### src/rtl/ifetch_pkg.sv
// Shared widths, reset constants and fetch FSM encoding for the instruction-fetch stage.
package ifetch_pkg;

  localparam int unsigned PC_SIZE    = 32;
  localparam int unsigned INSTR_SIZE = 32;

  localparam logic [PC_SIZE-1:0]    RESET_PC_DEFAULT = 32'h0000_0000;
  localparam logic [INSTR_SIZE-1:0] NOP_INSTR        = 32'h0000_0013;
  localparam logic [PC_SIZE-1:0]    PC_STEP          = 32'h0000_0004;

  typedef enum logic [1:0] {
    IF_IDLE  = 2'd0,
    IF_FETCH = 2'd1,
    IF_WAIT  = 2'd2,
    IF_DROP  = 2'd3
  } if_state_e;

  function automatic logic [PC_SIZE-1:0] word_align(input logic [PC_SIZE-1:0] addr);
    return {addr[PC_SIZE-1:2], 2'b00};
  endfunction

endpackage

### src/rtl/ifetch_buf.sv
// IF/ID slot plus one-entry skid buffer; the skid catches a response that lands
// while decode is stalled on the slot.
module ifetch_buf
  import ifetch_pkg::*;
(
  input  logic                  clk,
  input  logic                  rst_n,
  input  logic                  rsp_valid,
  input  logic [PC_SIZE-1:0]    rsp_pc,
  input  logic [INSTR_SIZE-1:0] rsp_instr,
  input  logic                  flush,
  input  logic                  stall,
  output logic                  id_valid,
  output logic [PC_SIZE-1:0]    id_pc,
  output logic [INSTR_SIZE-1:0] id_instr,
  output logic                  skid_valid
);

  logic [PC_SIZE-1:0]    skid_pc;
  logic [INSTR_SIZE-1:0] skid_instr;
  logic                  slot_free;

  assign slot_free = ~id_valid | ~stall;

  always_ff @(posedge clk or negedge rst_n) begin
    if (!rst_n) begin
      id_valid   <= 1'b0;
      id_pc      <= '0;
      id_instr   <= NOP_INSTR;
      skid_valid <= 1'b0;
      skid_pc    <= '0;
      skid_instr <= NOP_INSTR;
    end else if (flush) begin
      id_valid   <= 1'b0;
      skid_valid <= 1'b0;
    end else if (slot_free) begin
      // Skid holds the older instruction, so it drains ahead of any new response.
      if (skid_valid) begin
        id_valid   <= 1'b1;
        id_pc      <= skid_pc;
        id_instr   <= skid_instr;
        skid_valid <= 1'b0;
      end else if (rsp_valid) begin
        id_valid   <= 1'b1;
        id_pc      <= rsp_pc;
        id_instr   <= rsp_instr;
      end else begin
        id_valid   <= 1'b0;
      end
    end else if (rsp_valid) begin
      skid_valid <= 1'b1;
      skid_pc    <= rsp_pc;
      skid_instr <= rsp_instr;
    end
  end

endmodule

### src/rtl/ifetch.sv
// Instruction-fetch stage: PC, single-outstanding imem request FSM and redirect
// handling in front of the registered IF/ID slot.
module ifetch
  import ifetch_pkg::*;
#(
  parameter logic [PC_SIZE-1:0] RESET_PC = RESET_PC_DEFAULT
) (
  input  logic                  clk,
  input  logic                  rst_n,
  output logic                  imem_req_valid,
  output logic [PC_SIZE-1:0]    imem_req_addr,
  input  logic                  imem_req_ready,
  input  logic                  imem_rsp_valid,
  input  logic [INSTR_SIZE-1:0] imem_rsp_instr,
  input  logic                  bxx_flush,
  input  logic [PC_SIZE-1:0]    bxx_target,
  input  logic                  jalr_en,
  input  logic [PC_SIZE-1:0]    jalr_target,
  input  logic                  id_stall,
  output logic                  id_valid,
  output logic [PC_SIZE-1:0]    id_pc,
  output logic [INSTR_SIZE-1:0] id_instr
);

  if_state_e          state;
  logic [PC_SIZE-1:0] pc_q;
  logic               skid_valid;
  logic               redir;
  logic [PC_SIZE-1:0] redir_target;
  logic               accept;
  logic               deliver;

  assign redir        = bxx_flush | (jalr_en & id_valid & ~id_stall);
  assign redir_target = word_align(bxx_flush ? bxx_target : jalr_target);

  assign imem_req_valid = (state == IF_FETCH) & ~skid_valid;
  assign imem_req_addr  = pc_q;
  assign accept         = imem_req_valid & imem_req_ready;

  // A redirect in the response cycle squashes that response.
  assign deliver = (state == IF_WAIT) & imem_rsp_valid & ~redir;

  always_ff @(posedge clk or negedge rst_n) begin
    if (!rst_n) begin
      state <= IF_IDLE;
      pc_q  <= RESET_PC;
    end else begin
      if (redir) begin
        pc_q <= redir_target;
      end else if (deliver) begin
        pc_q <= pc_q + PC_STEP;
      end

      unique case (state)
        IF_IDLE: state <= IF_FETCH;
        IF_FETCH: begin
          if (accept) begin
            state <= redir ? IF_DROP : IF_WAIT;
          end
        end
        IF_WAIT: begin
          if (imem_rsp_valid) begin
            state <= IF_FETCH;
          end else if (redir) begin
            state <= IF_DROP;
          end
        end
        IF_DROP: begin
          if (imem_rsp_valid) begin
            state <= IF_FETCH;
          end
        end
        default: state <= IF_IDLE;
      endcase
    end
  end

  ifetch_buf u_buf (
    .clk        (clk),
    .rst_n      (rst_n),
    .rsp_valid  (deliver),
    .rsp_pc     (pc_q),
    .rsp_instr  (imem_rsp_instr),
    .flush      (redir),
    .stall      (id_stall),
    .id_valid   (id_valid),
    .id_pc      (id_pc),
    .id_instr   (id_instr),
    .skid_valid (skid_valid)
  );

endmodule
### config.mk
export PLATFORM = sky130hd
export DESIGN_NAME = ifetch
export DESIGN_NICKNAME = d
export VERILOG_FILES = /design/src/rtl/ifetch_pkg.sv /design/src/rtl/ifetch_buf.sv /design/src/rtl/ifetch.sv
export SDC_FILE = /design/constraint.sdc
export NUM_CORES = 1
export LEC_CHECK = 0
export ABC_CLOCK_PERIOD_IN_PS = 3100
export CORE_MARGIN = 1.5
export CORE_UTILIZATION = 53
export DETAILED_ROUTE_END_ITERATION = 8
export GPL_ROUTABILITY_DRIVEN = 0
export HOLD_SLACK_MARGIN = 0.02
export PLACE_DENSITY = 0.9
export REMOVE_ABC_BUFFERS = 1
export SETUP_SLACK_MARGIN = 0.3
export SYNTH_ARGS = -nofsm -noshare
export SYNTH_HDL_FRONTEND = slang
export SYNTH_SLANG_ARGS = --single-unit
### constraint.sdc
create_clock -name clk -period 3.1 [get_ports clk]
set_clock_uncertainty 0.05 [all_clocks]
set_input_delay 0.775 -clock clk [delete_from_list [all_inputs] [get_ports clk]]
set_output_delay 0.775 -clock clk [all_outputs]
set_load 0.03 [all_outputs]
Fig. 1: run 1, I/O pins on the die edge
(4 px per um) Pins as bars across the die edge, other pins in grey.
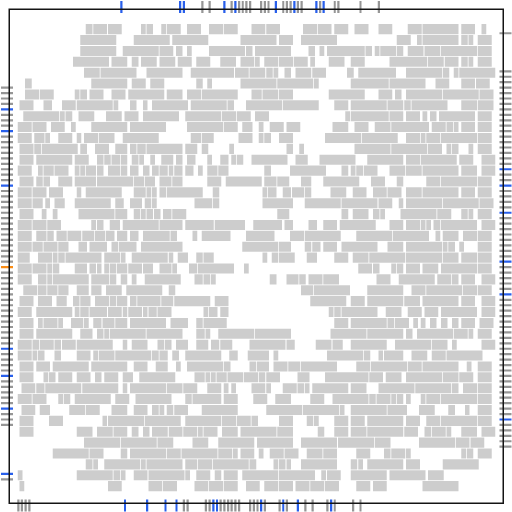
legend:
  id_pc:
    colour: blue
    pins: 32
    direction: output
    edge: 10 bottom, 9 top, 7 left, 6 right
  imem_req_valid:
    colour: orange
    pins: 1
    direction: output
    edge: left
all pins by edge: 71 right, 65 left, 36 bottom, 29 top
Die Ht: 123.1 um
Port-buffer cells: 192
die extent in x: 123.1 um

Fig. 2: run 1, where the registers sit
(2 px per um) Other sequential cells in the stronger grey, the rest of the logic in the fainter grey.
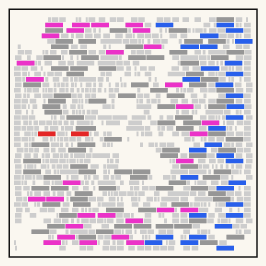
legend:
  state:
    colour: red
    flops: 2
  u_buf.id_pc:
    colour: magenta
    flops: 30
  u_buf.id_instr:
    colour: blue
    flops: 32
    where: a column on the right
core utilization of the finished layout: 73.49%
fraction of area in registers: 38.57%
power in sequential cells: 2960 uW

Fig. 3: run 1, congestion heat map
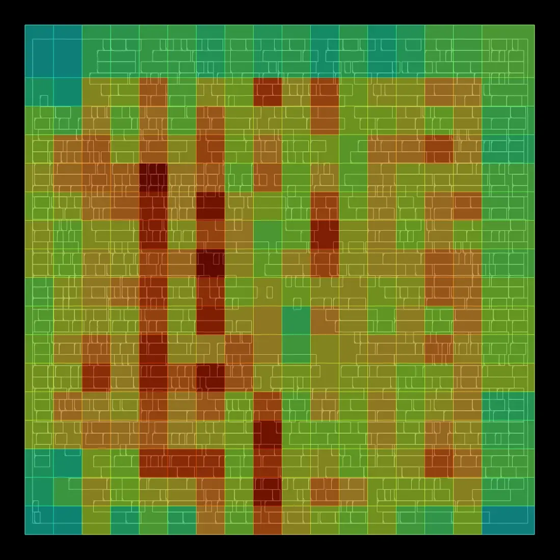
highest-utilization routing layer at the global route stage: met2
global-route track usage on met3: 7.057%

Fig. 4: run 1, gate-type map
(2 px per um)
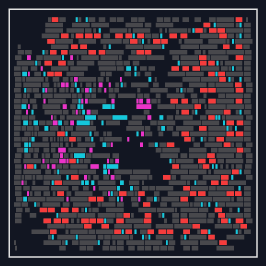
legend:
  NAND gates:
    colour: magenta
    cells: 56
    most_used: nand2_1
  NOR gates:
    colour: cyan
    cells: 119
    most_used: nor2_1
    where: spread over the die
  multiplexers:
    colour: red
    cells: 128
    most_used: mux2i_1
    where: spread over the die
Final Instance Count excl. Fillers: 1067
most used logic cell in the final layout: sky130_fd_sc_hd__clkdlybuf4s50_1
share of cell area taken by multi-input logic gates: 32.97%

==> run notes, run 1 <==
The run gives 1.718% for the XOR/XNOR share of the synthesized area. The power in the clock group was 2030 uW; the total number of multi-input combinational cells was 480. The final layout contains 980 nets. Counting distinct cell types in the post-synthesis netlist gives 62.

Number of buffers added by the clock tree synthesis step: 17. The worst setup path is launched from a flip-flop. Per the synthesis report, the adder-cell share of the synthesized area is 0.6546%.

Note, the detailed placer reported a final HPWL of 13.10 mm. In this run the cell area of the synthesized design comes to 7646 um2. The post-synthesis sequential element count is 158. In this build the clock could be raised as far as 0.3927 GHz.

In the global route stage, met2 resource usage came out at 43.09%. Once routing completed, OpenROAD measured the worst setup slack at 553.8 ps. The total number of H-tree levels is 4. For reference, simple AND, OR, NAND and NOR cells occupy 13.01% of the area reported after synthesis. Per the OpenROAD power report, leakage power amounts to 0.004288 uW.

The tools report the total number of vias as 6034. The post-synthesis share of cell area spent on and-or and or-and gates came out at 10.80%. Type of the worst min-delay path: input port to asynchronous set/reset pin. Tally of OpenROAD warnings: 31. The synthesized netlist has a Yosys-reported chip area of 7646 um2. The mux contribution to synthesized area works out to 17.79%. Per the layout report, the design carries 957 filler cells. For the wire length reported by the detailed router, the log shows 19.26 mm. OpenSTA, run right after detailed placement, puts the worst setup slack at 158.2 ps. The flow ran to the end, and the final reports show no timing, DRC or antenna violations.

The post-route netlist has 15.58% of its cells at a drive strength greater than 1. In the synthesized netlist, the dominant kind of combinational cell is multiplexers. The last timing report of the flow puts the setup violation total at 0. The worst VDD IR drop from the latest analysis is 0.4095 mV.

The number of sinks handled by clock tree synthesis is 158. The global routing report lists combined usage of all routing layers as 26.15%. The count of final hold-check violations was 0. The post-cts resize count came out at 1. The run gives 3965 um2 as the sequential cell area in the final layout. In the log, the iteration count for the first detailed-route pass is 6. With the area growth from synthesis to layout at 34.45%, the summed area of non-filler cells in the final layout is 10280 um2. For reference, the post-synthesis area per instance comes to 11.00 um2.

The net switching power in the latest report is 2873 uW. After synthesis, the design contains 695 cells according to Yosys. The commonest cells after synthesis are 152 x sky130_fd_sc_hd__dfrtp_1, 87 x sky130_fd_sc_hd__a21oi_1, 84 x sky130_fd_sc_hd__nor2_1. The cell family contributing the most delay on the critical path is buffers and inverters.

During I/O placement, the number of pins put on the boundary was 201. Summed over all nets, wire length on met3 after detailed routing comes to 1.560 mm. The registers reported with the highest flop counts are u_buf.id_instr (32), u_buf.skid_instr (32). According to the floorplan log, the row count is 43.

In the final timing run, aggregate negative setup slack is 0 ps. The number of hold buffers added after CTS was 0. Per the skew report, the later register of the worst-skew pair sees a clock latency of 420 ps.
Fig. 5: run 1, zoomed window
Region (49, 24) to (74, 49) um. Cells in grey, sequential cells in the stronger grey; small squares are vias.
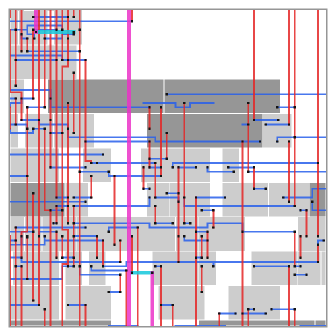

==> run 2, diff against run 1 <==
--- a/config.mk
+++ b/config.mk
@@ -5,13 +5,13 @@
 export SDC_FILE = /design/constraint.sdc
 export NUM_CORES = 1
 export LEC_CHECK = 0
-export ABC_CLOCK_PERIOD_IN_PS = 3100
+export ABC_CLOCK_PERIOD_IN_PS = 2100
 export CORE_MARGIN = 1.5
-export CORE_UTILIZATION = 53
+export CORE_UTILIZATION = 44
 export DETAILED_ROUTE_END_ITERATION = 8
 export GPL_ROUTABILITY_DRIVEN = 0
 export HOLD_SLACK_MARGIN = 0.02
-export PLACE_DENSITY = 0.9
+export PLACE_DENSITY = 0.8
 export REMOVE_ABC_BUFFERS = 1
 export SETUP_SLACK_MARGIN = 0.3
 export SYNTH_ARGS = -nofsm -noshare
==> constraint.sdc (replaced) <==
create_clock -name clk -period 2.1 [get_ports clk]
set_clock_uncertainty 0.05 [all_clocks]
set_input_delay 0.525 -clock clk [delete_from_list [all_inputs] [get_ports clk]]
set_output_delay 0.525 -clock clk [all_outputs]
set_load 0.03 [all_outputs]
Fig. 6: run 2, zoomed window
Region (55, 28) to (80, 53) um. Cells in grey, sequential cells in the stronger grey; small squares are vias.
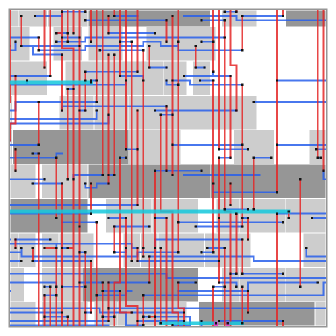
legend:
  met3:
    colour: cyan
  met2:
    colour: red
  met1:
    colour: blue
  met4:
    colour: magenta
most frequent: clkdlybuf4s50_1 (6)
sequential cells in the window: 6
cells with their middle in the window: 36
netlist names of flops here include: imem_req_addr (3), u_buf.skid_pc (2)

==> run 2 against run 1 <==
Against the previous run: register-to-register slack worse by 610 ps; global-route usage increased by 0.18 points; sequential cell count unchanged; sequential share of layout area decreased by 7.1 points; hold slack improved by 170 ps; critical path depth grew 4; count of clock-buffer cells in the layout rose by 2; cell area is 23% higher; final cell count up 16%; die area up 20%; combinational power rose by 71%; wire length rose by 37%; critical path type unchanged.
==> run notes, run 2 <==
Worst reg-to-reg setup slack: 80 ps. For the overall power, the log shows 12620 uW. The run gives 7776 uW as the total internal power. Family with the most delay on the worst path: flip-flops.

The run gives 4460 uW as the sequential power. With the fraction of layout cells with a size suffix above 1 at 41.50%, the maximum vdd drop is 0.6351 mV. The average instance in the mapped netlist occupies 11.00 um2. In the final layout, the clock buffer count is 23. Overall routing resource usage recorded by global route was 26.32%. Buffers placed on the I/O ports in this run total 192.

met2 track demand over resource after global routing is 44.81%. The signal on the critical path passes through buf_4 > buf_6 > ha_4 > nor2b_4 > buf_6. Yosys reports the multiplexer fraction of the synthesized area as 17.79%. After detailed routing, the met3 layer carries 1.898 mm of wire.

Of the post-synthesis cell area, the dominant cell type holds 49.75%. After legalization and detailed placement, the total HPWL measured 13.86 mm. The tools report the layout filler cell count as 1119. The run gives 0 as the count of final hold-check violations. Cells fill 74.17% of the core in the end. Number of hold buffers added after CTS: 1. In the final layout, flip-flops and latches take up 31.47% of the cell area. The power report puts the net switching power at 4841 uW. The total number of vias came out at 6978. Type of the worst min-delay path: flip-flop to flip-flop.

Most numerous cell in the Yosys netlist: sky130_fd_sc_hd__dfrtp_1. After technology mapping, the gate count stands at 695. The multi-input logic portion of the cell area works out to 33.14%. The flow ran to the end, and the final reports show no timing, DRC or antenna violations.

The total number of H-tree levels is 4. The tools report the final cell count without fillers as 1237. The tools report the count of standard-cell rows as 48. After synthesis, the most frequently instantiated cells are 152 x sky130_fd_sc_hd__dfrtp_1, 87 x sky130_fd_sc_hd__a21oi_1, 84 x sky130_fd_sc_hd__nor2_1.

For the slack of the critical path, the log shows 56.14 ps. The worst setup path is launched from a flip-flop. According to the cell report, flip-flops and latches in the layout number 158. The layout contains a multi-input combinational cell count of 480. The violation tally recorded at the end of detailed-routing iteration 0 is 602. After synthesis, the design contains 695 cells according to Yosys.

The global router reports that the layer with the highest usage is met2. The summed area of non-filler cells in the final layout was 12690 um2; the wire length reported by the detailed router was 26.38 mm. The met3 usage was 4.692%. Summing the areas of all and, or, nand and nor instances in the mapped netlist gives 13.01% of the synthesized area. Endpoints with negative setup slack in the final report add up to 0. Length of the first detailed-routing pass in iterations: 5. The largest combinational cell category by area was multiplexers. Derived from the worst setup path, the maximum achievable clock frequency is 0.4893 GHz.

The run gives 7646 um2 for the yosys stat chip area. The synthesis stat section lists a flop and latch total of 158. For the number of sinks handled by clock tree synthesis, the log shows 158.

Relative to the synthesized area, the layout overhead comes to 66.03%. The tools report the end point of the critical path as imem_req_valid. The registers reported with the highest flop counts are u_buf.id_instr (32), u_buf.skid_instr (32). The power in the clock group is 3050 uW. The commonest register cell is sky130_fd_sc_hd__dfrtp_1. Per the run summary, max-cap violations total 0. The cell area that synthesis handed to floorplanning was 7646 um2. The total negative slack came out at 0 ps. The run gives 17 as the number of buffers added by the clock tree synthesis step.

The most numerous cell type found on the critical path is sky130_fd_sc_hd__buf_6. The post-synthesis share of cell area spent on and-or and or-and gates was 10.80%. Timing analysis after detailed placement gives a worst setup slack of -350.6 ps. The XOR/XNOR share of the synthesized area was 1.718%. The power report puts the leakage power at 0.005372 uW.

The sequential cell area in the final layout was 3995 um2; the post-cts resize count was 325. Tally of OpenROAD warnings: 33. The die outline width is 134.8 um. The power density over the cells was 993.9 nW/um2; the number of I/O pins was 201.

The tools report the layout net count as 1106. The clock reaches the later pin of the worst-skew pair after 420 ps.
Power is estimated from default activity; no workload was simulated.
